### Signal wires by layer

(6 px per um)
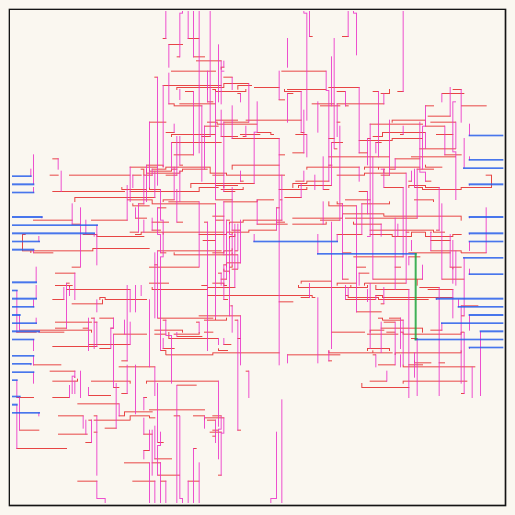
### Sequential cells colored by netlist name

(6 px per um)
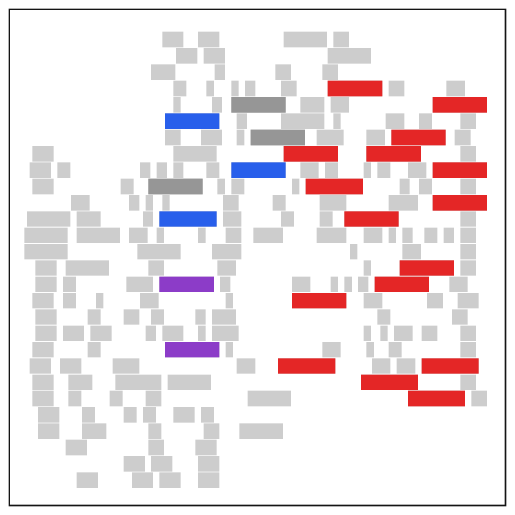
### Power grid

(4 px per um) Pins as bars on the die edge. Tap cells in gray.
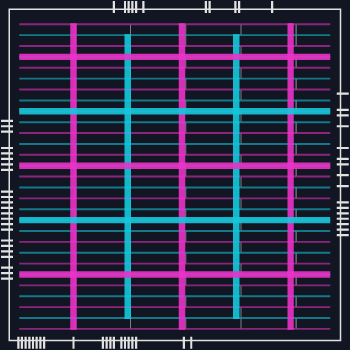
--- src/rtl/exec_sequencer.sv ---
// Multi-cycle control sequencer for the single-issue ARM core: fetch handshake, decode
// dispatch, Rs read, iterative multiply with early termination, execute and writeback.
module exec_sequencer #(
    parameter bit          MUL_EARLY_TERM = 1'b1,
    parameter int unsigned CNT_W          = 16
) (
    input  logic             clk,
    input  logic             rst_n,
    output logic             imem_req,
    input  logic             imem_ack,
    output logic             ir_load,
    input  logic             cond_pass,
    input  logic             dec_reg_w,
    input  logic             dec_alu_hot,
    input  logic             dec_mult_hot,
    input  logic             dec_is_immediate,
    input  logic             dec_immediate_shift,
    input  logic             dec_S_on,
    input  logic [31:0]      rs_operand,
    output logic             rf_rd_sel,
    output logic             rs_latch,
    output logic             alu_en,
    output logic             mult_clear,
    output logic             mult_step,
    output logic             mult_last,
    output logic             rf_we,
    output logic             flags_we,
    output logic             pc_we,
    output logic             busy,
    output logic [CNT_W-1:0] retired
);

    typedef enum logic [2:0] {
        StIdle,
        StFetch,
        StDecode,
        StRsRead,
        StMulRs,
        StMul,
        StExec,
        StWb
    } state_e;

    state_e           state_q, state_d;
    logic [1:0]       cnt_q, cnt_d;
    logic             reg_w_q, reg_w_d;
    logic             s_on_q, s_on_d;
    logic             alu_hot_q, alu_hot_d;
    logic [CNT_W-1:0] retired_q, retired_d;
    logic [1:0]       mul_last_idx;
    logic             unused_rs_low;

    // The low byte is always consumed by at least one multiplier step.
    assign unused_rs_low = ^rs_operand[7:0];

    // Iterations stop once the remaining upper bytes are pure sign extension.
    always_comb begin
        if (!MUL_EARLY_TERM) begin
            mul_last_idx = 2'd3;
        end else if ((&rs_operand[31:8]) || !(|rs_operand[31:8])) begin
            mul_last_idx = 2'd0;
        end else if ((&rs_operand[31:16]) || !(|rs_operand[31:16])) begin
            mul_last_idx = 2'd1;
        end else if ((&rs_operand[31:24]) || !(|rs_operand[31:24])) begin
            mul_last_idx = 2'd2;
        end else begin
            mul_last_idx = 2'd3;
        end
    end

    always_comb begin
        state_d   = state_q;
        cnt_d     = cnt_q;
        reg_w_d   = reg_w_q;
        s_on_d    = s_on_q;
        alu_hot_d = alu_hot_q;
        retired_d = retired_q;
        unique case (state_q)
            StIdle: state_d = StFetch;
            StFetch: begin
                if (imem_ack) begin
                    state_d = StDecode;
                end
            end
            StDecode: begin
                // A failed condition retires as a plain PC increment.
                reg_w_d   = dec_reg_w & cond_pass;
                s_on_d    = dec_S_on & cond_pass;
                alu_hot_d = dec_alu_hot;
                if (!cond_pass) begin
                    state_d = StWb;
                end else if (dec_mult_hot) begin
                    state_d = StMulRs;
                end else if (!dec_is_immediate && !dec_immediate_shift) begin
                    state_d = StRsRead;
                end else begin
                    state_d = StExec;
                end
            end
            StRsRead: state_d = StExec;
            StMulRs: begin
                cnt_d   = mul_last_idx;
                state_d = StMul;
            end
            StMul: begin
                if (cnt_q == 2'd0) begin
                    state_d = StWb;
                end else begin
                    cnt_d = cnt_q - 2'd1;
                end
            end
            StExec: state_d = StWb;
            StWb: begin
                retired_d = retired_q + CNT_W'(1);
                state_d   = StFetch;
            end
            default: state_d = StIdle;
        endcase
    end

    always_ff @(posedge clk or negedge rst_n) begin
        if (!rst_n) begin
            state_q   <= StIdle;
            cnt_q     <= 2'd0;
            reg_w_q   <= 1'b0;
            s_on_q    <= 1'b0;
            alu_hot_q <= 1'b0;
            retired_q <= '0;
        end else begin
            state_q   <= state_d;
            cnt_q     <= cnt_d;
            reg_w_q   <= reg_w_d;
            s_on_q    <= s_on_d;
            alu_hot_q <= alu_hot_d;
            retired_q <= retired_d;
        end
    end

    always_comb begin
        imem_req   = 1'b0;
        ir_load    = 1'b0;
        rf_rd_sel  = 1'b0;
        rs_latch   = 1'b0;
        alu_en     = 1'b0;
        mult_clear = 1'b0;
        mult_step  = 1'b0;
        mult_last  = 1'b0;
        rf_we      = 1'b0;
        flags_we   = 1'b0;
        pc_we      = 1'b0;
        unique case (state_q)
            StFetch: begin
                imem_req = 1'b1;
                ir_load  = imem_ack;
            end
            StRsRead: begin
                rf_rd_sel = 1'b1;
                rs_latch  = 1'b1;
            end
            StMulRs: begin
                rf_rd_sel  = 1'b1;
                rs_latch   = 1'b1;
                mult_clear = 1'b1;
            end
            StMul: begin
                mult_step = 1'b1;
                mult_last = (cnt_q == 2'd0);
            end
            StExec: alu_en = alu_hot_q;
            StWb: begin
                rf_we    = reg_w_q;
                flags_we = s_on_q;
                pc_we    = 1'b1;
            end
            default: ;
        endcase
    end

    assign busy    = (state_q != StIdle) && (state_q != StFetch);
    assign retired = retired_q;

endmodule
--- config.mk ---
export PLATFORM = sky130hd
export DESIGN_NAME = exec_sequencer
export DESIGN_NICKNAME = d
export VERILOG_FILES = /design/src/rtl/exec_sequencer.sv
export SDC_FILE = /design/constraint.sdc
export NUM_CORES = 1
export LEC_CHECK = 0
export CAP_MARGIN = 20
export CELL_PAD_IN_SITES_DETAIL_PLACEMENT = 1
export CELL_PAD_IN_SITES_GLOBAL_PLACEMENT = 2
export CORE_MARGIN = 2
export CORE_UTILIZATION = 22
export CTS_CLUSTER_DIAMETER = 100
export DETAILED_ROUTE_END_ITERATION = 10
export PLACE_DENSITY = 0.79
export SYNTH_ARGS = -nofsm -noshare
export SYNTH_HDL_FRONTEND = slang
export SYNTH_SLANG_ARGS = --single-unit
--- constraint.sdc ---
create_clock -name clk -period 2.05 [get_ports clk]
set_input_delay 0.41 -clock clk [delete_from_list [all_inputs] [get_ports clk]]
set_output_delay 0.41 -clock clk [all_outputs]
set_load 0.1 [all_outputs]
==> Changelog: implementation <==
## Flow update

- Status: completed
- Fmax: 509 MHz
- RR Endpoint: retired[15]
- Seq area share: 27.1%
- Netlist Area Pre-Place: 1350 um2
- Internal cell power: 1500 uW
- Hold path start: retired[15]
- Post-DRT Antenna Nets: 0
- Dominant logic cell type in the layout: clkdlybuf4s50_1
- IO Port Bufs: 61
- Largest register FFs: 16
- Biggest Area Class: multi-input combinational cells
- Drt first-iter violations: 17
- Design Area, Final: 2240 um2
- Log Warnings: 35
- TritonRoute pass-1 iters: 4
- Share of post-route cells with drive strength above 1: 31.5%
- Yosys top cell by area: dfrtp_1
- Hpwl dp: 2.83 mm
- Fillers: 699
- Crit path depth: 4
- Post-DR vias/cell: 4.56
- Area delta synth->final: 65.6%
- GR peak layer: met2
- H-tree Lvls: 1
- Critical path required time: 1.64 ns
- Crit path to: ir_load
- CTS Sinks: 24
- Max Cap Viol: 0
- Syn avg cell area: 9.74 um2
- Top pwr grp: combinational logic
- Yosys chip area: 1350 um2
- Reg2Reg Setup Slack: 0.34 ns
- WL met2: 1.70 mm
- CORE AREA: 5920 um2
- Buffering overhead: 32.5%
- Syn Nets: 183
- Total Neg Setup Slack: 0 ns
- Flops: 24
- P_clk: 285 uW
- P_sw: 1740 uW
- Final cell count without fillers: 278
- Slew HR: 66.0%
- Combinational group share of total power: 67.1%
- Logic share of the area: 33.5%
- Post-CTS Setup Bufs: 0
- Post-layout min period: 1.96 ns
- Crit path buf inv count: 1
- Synth Warn #: 0
- Worst r2r path cells: 4
- Clock Power Share: 8.8%
- Met3 Usage GRT: 2.72%
- CTS tree: yes
- Largest stage delay, worst path: 0.51 ns
- M1 wire length: 1.46 mm
- Clk_skew: 0.00166 ns
- Worst setup margin: 0.0865 ns
- Largest type area fraction: 44.4%
- Cell Area, Placed: 2200 um2
- DR top layer: met4
- Crit Path Max Fanout: 12
- Post-Synth AOI/OAI Area: 8.78%
- Critical Path Start Type: register
- Fin. Hold Viols: 0
- Vias in the first global route: 1,344
- Nonclk inv count: 4
- Grt met1 use: 13.3%
- GPL Wtd Cong: 0.702
- Clock-cell share: 2.01%
- First-pass GRT wire length: 6.02 mm
- Worst hold endpoint: retired[15]
- Adder share: 1.85%
- Largest net degree at the start of global routing: 25
- P_leak: 0.000946 uW
- Initial antenna violation count: 0
- Die Width: 82.4 um
- Worst r2r src: state_q[1]
- Comb power: 2170 uW
- RSZ-0062 raised after global routing: false
- CP endpoint kind: output port
- Seq cells post-synth: 24
About 'Signal wires by layer':
| layer | color | wire length |
|---|---|---|
| met2 | magenta | 1,700 um |
| met3 | blue | 230 um |
| met1 | red | 1,460 um |
| met4 | green | 14.3 um |
Routed WL: 3.40 mm
drt wl/cell: 12.2 um
Vias: 1,267

About 'Sequential cells colored by netlist name':
| name in the netlist | color | sequential cells |
|---|---|---|
| state_q | blue | 3 |
| retired | red | 16 |
| cnt_q | purple | 2 |
not colored: 3

About 'Power grid':
| net | color |
|---|---|
| VDD | cyan |
| VSS | magenta |
tap cells: 75
met5 straps: 5
met4 straps: 5
rows: 28
met1 rails: 29

Power is estimated from default activity; no workload was simulated.
